Fig. 1: met1 routing
Scale bar: 20 um.
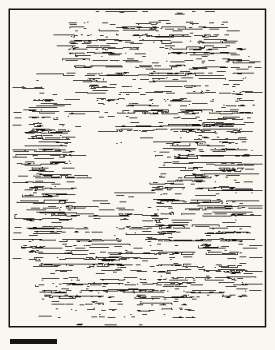
Fig. 2: met2 routing
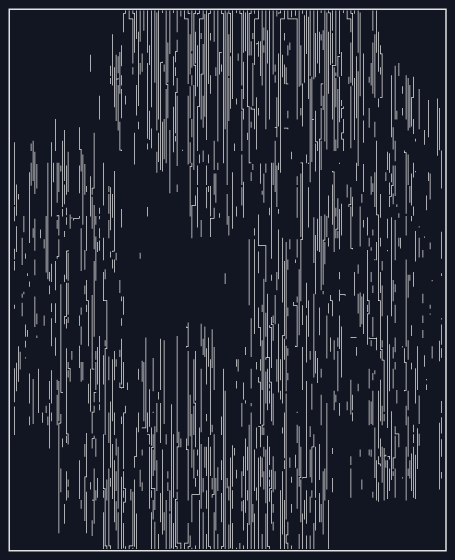
`src/rtl/mau_pkg.sv`:
```
// mau_pkg: shared types and constants for the memory access unit
package mau_pkg;

    typedef enum logic [1:0] {
        ST_IDLE   = 2'd0,
        ST_ACCESS = 2'd1,
        ST_RESP   = 2'd2
    } mau_state_e;

    typedef enum logic [1:0] {
        CAUSE_NONE       = 2'd0,
        CAUSE_ACCESS     = 2'd1,
        CAUSE_MISALIGNED = 2'd2,
        CAUSE_ILLEGAL    = 2'd3
    } mau_cause_e;

    localparam logic [2:0] F3_B  = 3'b000;
    localparam logic [2:0] F3_H  = 3'b001;
    localparam logic [2:0] F3_W  = 3'b010;
    localparam logic [2:0] F3_BU = 3'b100;
    localparam logic [2:0] F3_HU = 3'b101;

    localparam logic [1:0] WIDTH_B = 2'b00;
    localparam logic [1:0] WIDTH_H = 2'b01;
    localparam logic [1:0] WIDTH_W = 2'b10;

endpackage

```
`src/rtl/mau_decode.sv`:
```
// mau_decode: RV32 load/store funct3 and address alignment to width, sign-extend and local cause
module mau_decode
    import mau_pkg::*;
#(
    parameter int ALLOW_MISALIGN = 0
) (
    input  logic       store,
    input  logic [2:0] funct3,
    input  logic [1:0] addr_lo,
    output logic [1:0] width,
    output logic       sext,
    output mau_cause_e cause
);

    logic legal;
    logic misaligned;

    always_comb begin
        width = WIDTH_B;
        sext  = 1'b0;
        legal = 1'b0;
        case (funct3)
            F3_B: begin
                width = WIDTH_B;
                sext  = !store;
                legal = 1'b1;
            end
            F3_H: begin
                width = WIDTH_H;
                sext  = !store;
                legal = 1'b1;
            end
            F3_W: begin
                width = WIDTH_W;
                legal = 1'b1;
            end
            F3_BU: begin
                width = WIDTH_B;
                legal = !store;
            end
            F3_HU: begin
                width = WIDTH_H;
                legal = !store;
            end
            default: legal = 1'b0;
        endcase
        misaligned = (width == WIDTH_H && addr_lo[0]) || (width == WIDTH_W && addr_lo != 2'b00);
        cause = !legal ? CAUSE_ILLEGAL
              : (misaligned && ALLOW_MISALIGN == 0) ? CAUSE_MISALIGNED
              : CAUSE_NONE;
    end

endmodule

```
`src/rtl/mem_access_unit.sv`:
```
// mem_access_unit: accepts load/store requests, performs one memory access each, returns a registered response
module mem_access_unit
    import mau_pkg::*;
#(
    parameter int XLEN           = 32,
    parameter int ALLOW_MISALIGN = 0
) (
    input  logic            clock,
    input  logic            reset_n,
    input  logic            req_valid,
    output logic            req_ready,
    input  logic            req_store,
    input  logic [2:0]      req_funct3,
    input  logic [XLEN-1:0] req_addr,
    input  logic [XLEN-1:0] req_wdata,
    output logic            rsp_valid,
    input  logic            rsp_ready,
    output logic [XLEN-1:0] rsp_data,
    output logic [1:0]      rsp_cause,
    output logic [XLEN-1:0] mem_addr,
    output logic [XLEN-1:0] mem_wdata,
    output logic [1:0]      mem_width,
    output logic            mem_sext,
    output logic            mem_read_en,
    output logic            mem_write_en,
    input  logic [XLEN-1:0] mem_valM,
    input  logic            mem_fault
);

    mau_state_e      state_q, state_d;
    mau_cause_e      cause_q, cause_d, dec_cause;
    logic            store_q, store_d;
    logic            sext_q, sext_d, dec_sext;
    logic [1:0]      width_q, width_d, dec_width;
    logic [XLEN-1:0] addr_q, addr_d;
    logic [XLEN-1:0] wdata_q, wdata_d;
    logic [XLEN-1:0] data_q, data_d;
    logic            in_access;

    mau_decode #(.ALLOW_MISALIGN(ALLOW_MISALIGN)) u_decode (
        .store   (req_store),
        .funct3  (req_funct3),
        .addr_lo (req_addr[1:0]),
        .width   (dec_width),
        .sext    (dec_sext),
        .cause   (dec_cause)
    );

    // Locally faulted requests skip ACCESS so no memory enable is ever raised for them
    always_comb begin
        state_d = state_q;
        cause_d = cause_q;
        store_d = store_q;
        sext_d  = sext_q;
        width_d = width_q;
        addr_d  = addr_q;
        wdata_d = wdata_q;
        data_d  = data_q;
        case (state_q)
            ST_IDLE: begin
                if (req_valid) begin
                    store_d = req_store;
                    sext_d  = dec_sext;
                    width_d = dec_width;
                    addr_d  = req_addr;
                    wdata_d = req_wdata;
                    data_d  = '0;
                    cause_d = dec_cause;
                    state_d = (dec_cause == CAUSE_NONE) ? ST_ACCESS : ST_RESP;
                end
            end
            ST_ACCESS: begin
                data_d  = (!store_q && !mem_fault) ? mem_valM : '0;
                cause_d = mem_fault ? CAUSE_ACCESS : CAUSE_NONE;
                state_d = ST_RESP;
            end
            ST_RESP: begin
                if (rsp_ready) state_d = ST_IDLE;
            end
            default: state_d = ST_IDLE;
        endcase
    end

    always_ff @(posedge clock or negedge reset_n) begin
        if (!reset_n) begin
            state_q <= ST_IDLE;
            cause_q <= CAUSE_NONE;
            store_q <= 1'b0;
            sext_q  <= 1'b0;
            width_q <= WIDTH_B;
            addr_q  <= '0;
            wdata_q <= '0;
            data_q  <= '0;
        end else begin
            state_q <= state_d;
            cause_q <= cause_d;
            store_q <= store_d;
            sext_q  <= sext_d;
            width_q <= width_d;
            addr_q  <= addr_d;
            wdata_q <= wdata_d;
            data_q  <= data_d;
        end
    end

    // Memory port is decoded from registered state only, so reset drops it asynchronously
    assign in_access    = state_q == ST_ACCESS;
    assign req_ready    = state_q == ST_IDLE;
    assign rsp_valid    = state_q == ST_RESP;
    assign rsp_data     = data_q;
    assign rsp_cause    = cause_q;
    assign mem_addr     = in_access ? addr_q : '0;
    assign mem_wdata    = in_access ? wdata_q : '0;
    assign mem_width    = in_access ? width_q : WIDTH_B;
    assign mem_sext     = in_access && sext_q;
    assign mem_read_en  = in_access && !store_q;
    assign mem_write_en = in_access && store_q;

endmodule

```
`config.mk`:
```
export PLATFORM = sky130hd
export DESIGN_NAME = mem_access_unit
export DESIGN_NICKNAME = d
export VERILOG_FILES = /design/src/rtl/mau_pkg.sv /design/src/rtl/mau_decode.sv /design/src/rtl/mem_access_unit.sv
export SDC_FILE = /design/constraint.sdc
export NUM_CORES = 1
export LEC_CHECK = 0
export CELL_PAD_IN_SITES_DETAIL_PLACEMENT = 1
export CELL_PAD_IN_SITES_GLOBAL_PLACEMENT = 1
export CORE_ASPECT_RATIO = 1.25
export CORE_MARGIN = 2
export CORE_UTILIZATION = 32
export CTS_CLUSTER_DIAMETER = 200
export DETAILED_ROUTE_END_ITERATION = 8
export GPL_TIMING_DRIVEN = 1
export PLACE_DENSITY = 0.82
export SLEW_MARGIN = 20
export SYNTH_ARGS = -nofsm -noshare
export SYNTH_HDL_FRONTEND = slang
export SYNTH_SLANG_ARGS = --single-unit
```
`constraint.sdc`:
```
create_clock -name clock -period 2.9 [get_ports clock]
set_input_delay 0.29 -clock clock [delete_from_list [all_inputs] [get_ports clock]]
set_output_delay 0.29 -clock clock [all_outputs]
set_load 0.1 [all_outputs]
```
==> flow_metrics.py <==
# Physical implementation metrics
metrics = {
    "placed_design": {
        "dp_hpwl_mm": 10.34,
    },
    "synth": {
        "synthCells": 457,
        "synth_warnings": 0,
        "top_cell": "nand2_1",
        "synth_area_um2": 4359,
        "yosys_area_um2": 4359,
        "ys_cells": 457,
        "async_flop_share_pct": 100.0,
        "yosysTopAreaCell": "dfrtp_1",
        "netlist_top_cells_area": "dfrtp_1 (60%), nand2_1 (17%), and2_1 (9.8%)",
        "edf_count": 0,
        "ys_seq_share_pct": 59.70,
        "common_cells": "nand2_1 (200), dfrtp_1 (104), and2_1 (68)",
    },
    "clock_network": {
        "cts_root_buf": "clkbuf_16",
        "htreeDepth": 3,
        "clk_pin_slew_ns": 0.07,
        "post_cts_buffers": 0,
        "cts_hold_buffers": 0,
        "cts_buffer_depth": 2,
        "clk_latency_ns": 0.35,
        "clock_sinks": 104,
        "numCtsBuffers": 9,
    },
    "global_routing": {
        "grtUsageTotal_pct": 19.87,
        "grt_overflow": 0,
        "grt_pass1_vias": 4335,
        "grt_pass1_wl_mm": 22.47,
        "antenna_found_initial": 0,
    },
    "final_timing": {
        "maxSlewHeadroom_pct": 53.42,
        "setup_viol": 0,
        "hold-worst-slack_ns": -0.01540,
        "fin_tns_setup_ns": 0,
        "clock_skew_ns": 0.01091,
        "fin_crit_ns": 2.480,
        "hold_viol_final": 12,
        "worstMarginPinSlew_ns": 0.6987,
    },
    "pwr": {
        "combPwrFrac_pct": 32.7,
        "power_leakage_nw": 3.466,
        "power_switching_mw": 1.917,
        "ir_worst_vdd_uv": 310.6,
        "clkPwrFrac_pct": 26.9,
        "switching_share_pct": 38.77,
    },
    "finish": {
        "fin_nets": 761,
        "n_antenna_cell": 0,
        "area_growth_pct": 53.93,
        "combGateArea_um2": 1650,
        "fill_cells": 1544,
    },
    "status": {
        "outcome": "complete, but fails checks",
        "violations": "negative hold slack",
    },
    "routing": {
        "drt-initial-drc-count": 158,
        "drtPass1Iterations": 4,
        "drc": 0,
        "wl_per_cell_um": 17.14,
        "ant_nets": 0,
    },
    "critical_path": {
        "start_kind": "flip-flop",
        "cp-end-kind": "primary output",
        "critical_path_arrival_ns": 2.19,
        "path_max_fanout": 44,
        "cp.required_ns": 2.61,
    },
    "floorplanning": {
        "row_count": 47,
        "die_y_um": 134.5,
        "die-area_um2": 14580,
        "core_area_um2": 13290,
    },
    "job": {
        "tool_warnings": 26,
    },
    "hold_path": {
        "hold_path.class": "input pin to asynchronous set/reset pin",
    },
}
## Picture notes: Fig. 1
share of all routed wire	38%
longest straight run	28.1 um
vias: 3966
grt met1 use: 22.69%
final wirelength: 14.26 mm

## Picture notes: Fig. 2
main direction	vertical
share of all routed wire	52%
wire length on this layer	7470 um
longest straight run	44.2 um
M2 GR Usage: 35.12%

==> layout by cell type (no fill, tap or decap), drive strengths merged, types with 2 or more instances in the layout <==
cell type / instances
a22o: 33
and2: 68
buf: 114
bufinv: 2
clkbuf: 9
clkdlybuf4s50: 103
clkinv: 2
dfrtp: 104
inv: 3
nand2: 200
nor2: 5
nor2b: 2
==> logic make-up after synthesis <==
kind of cell	count (synthesis)	synth area share, %
compound gates	40	8.123
buf+inv	30	2.985
simple gates	283	29.19
flops	104	59.70
==> registers in the layout (all words and copies together) (netlist names) <==
signal	cells
width_q	2
store_q	1
sext_q	1
rsp_cause	2
rsp_data	32
wdata_q	32
addr_q	32
state_q	2
==> cell type report <==
type                            count  share of cell area [%]
Clock buffer                        9                   3.356
Clock inverter                      7                   1.529
Inverter                            1                 0.05594
Multi-Input combinational cell    323                   24.59
Sequential cell                   104                   38.78
Tap cell                          171                   3.189
Timing Repair Buffer              217                   28.49
==> final timing paths <==
check                                       startpoint                        to  slack, ns  cells after the start
worst max-delay path            state_q[0]$_DFFE_PN0P_               mem_addr[3]       0.42                      4
worst min register to register   addr_q[9]$_DFFE_PN0P_     addr_q[9]$_DFFE_PN0P_       0.47                      2
worst min-delay path                           reset_n   wdata_q[14]$_DFFE_PN0P_      -0.02                      1
max in group asynchronous                      reset_n    addr_q[25]$_DFFE_PN0P_       2.07                      2
worst max register to register  state_q[0]$_DFFE_PN0P_  rsp_cause[0]$_DFFE_PN0P_       1.02                      4
min in group clock               addr_q[9]$_DFFE_PN0P_     addr_q[9]$_DFFE_PN0P_       0.47                      2
==> through the flow <==
stage          total power, mW  cell area [um^2]  cells  utilization (%)  setup WS [ns]
2_1_floorplan            3.099              4359    457                -         0.7410
3_3_place_gp             3.565              6382    816            48.02         0.7470
3_5_place_dp             3.649              6382    816            48.02         0.7017
4_1_cts                  5.006              6710    832            50.49         0.3787
5_1_grt                  5.201              6710    832            50.49         0.2502
6_report                 4.945              6710    832            50.49         0.4200
==> routing by layer <==
layer,vias to the layer above,share of wire [%],global-route usage [%]
li1,1847,-,-
met1,1948,38,22.69
met2,135,52,35.12
met3,36,5.1,4.295
met4,0,4.0,9.330
met5,-,0,0
==> worst max-delay path, stage by stage (launching register included) <==
cell	delay, ns
dfrtp_1	0.50
nor2b_4	0.58
buf_12	0.27
and2_1	0.18
buf_4	0.30
==> power by group through the flow <==
stage | Clock [mW] | Combinational, mW | Sequential [mW]
detailed placement | 0 | 1.63 | 2.02
CTS | 1.37 | 1.64 | 2.00
finish | 1.33 | 1.62 | 1.99
floorplan | 0 | 0.853 | 2.25
global placement | 0 | 1.58 | 1.99
global route | 1.41 | 1.74 | 2.04
Power figures rest on the tool's default switching activity, not on a simulated workload.
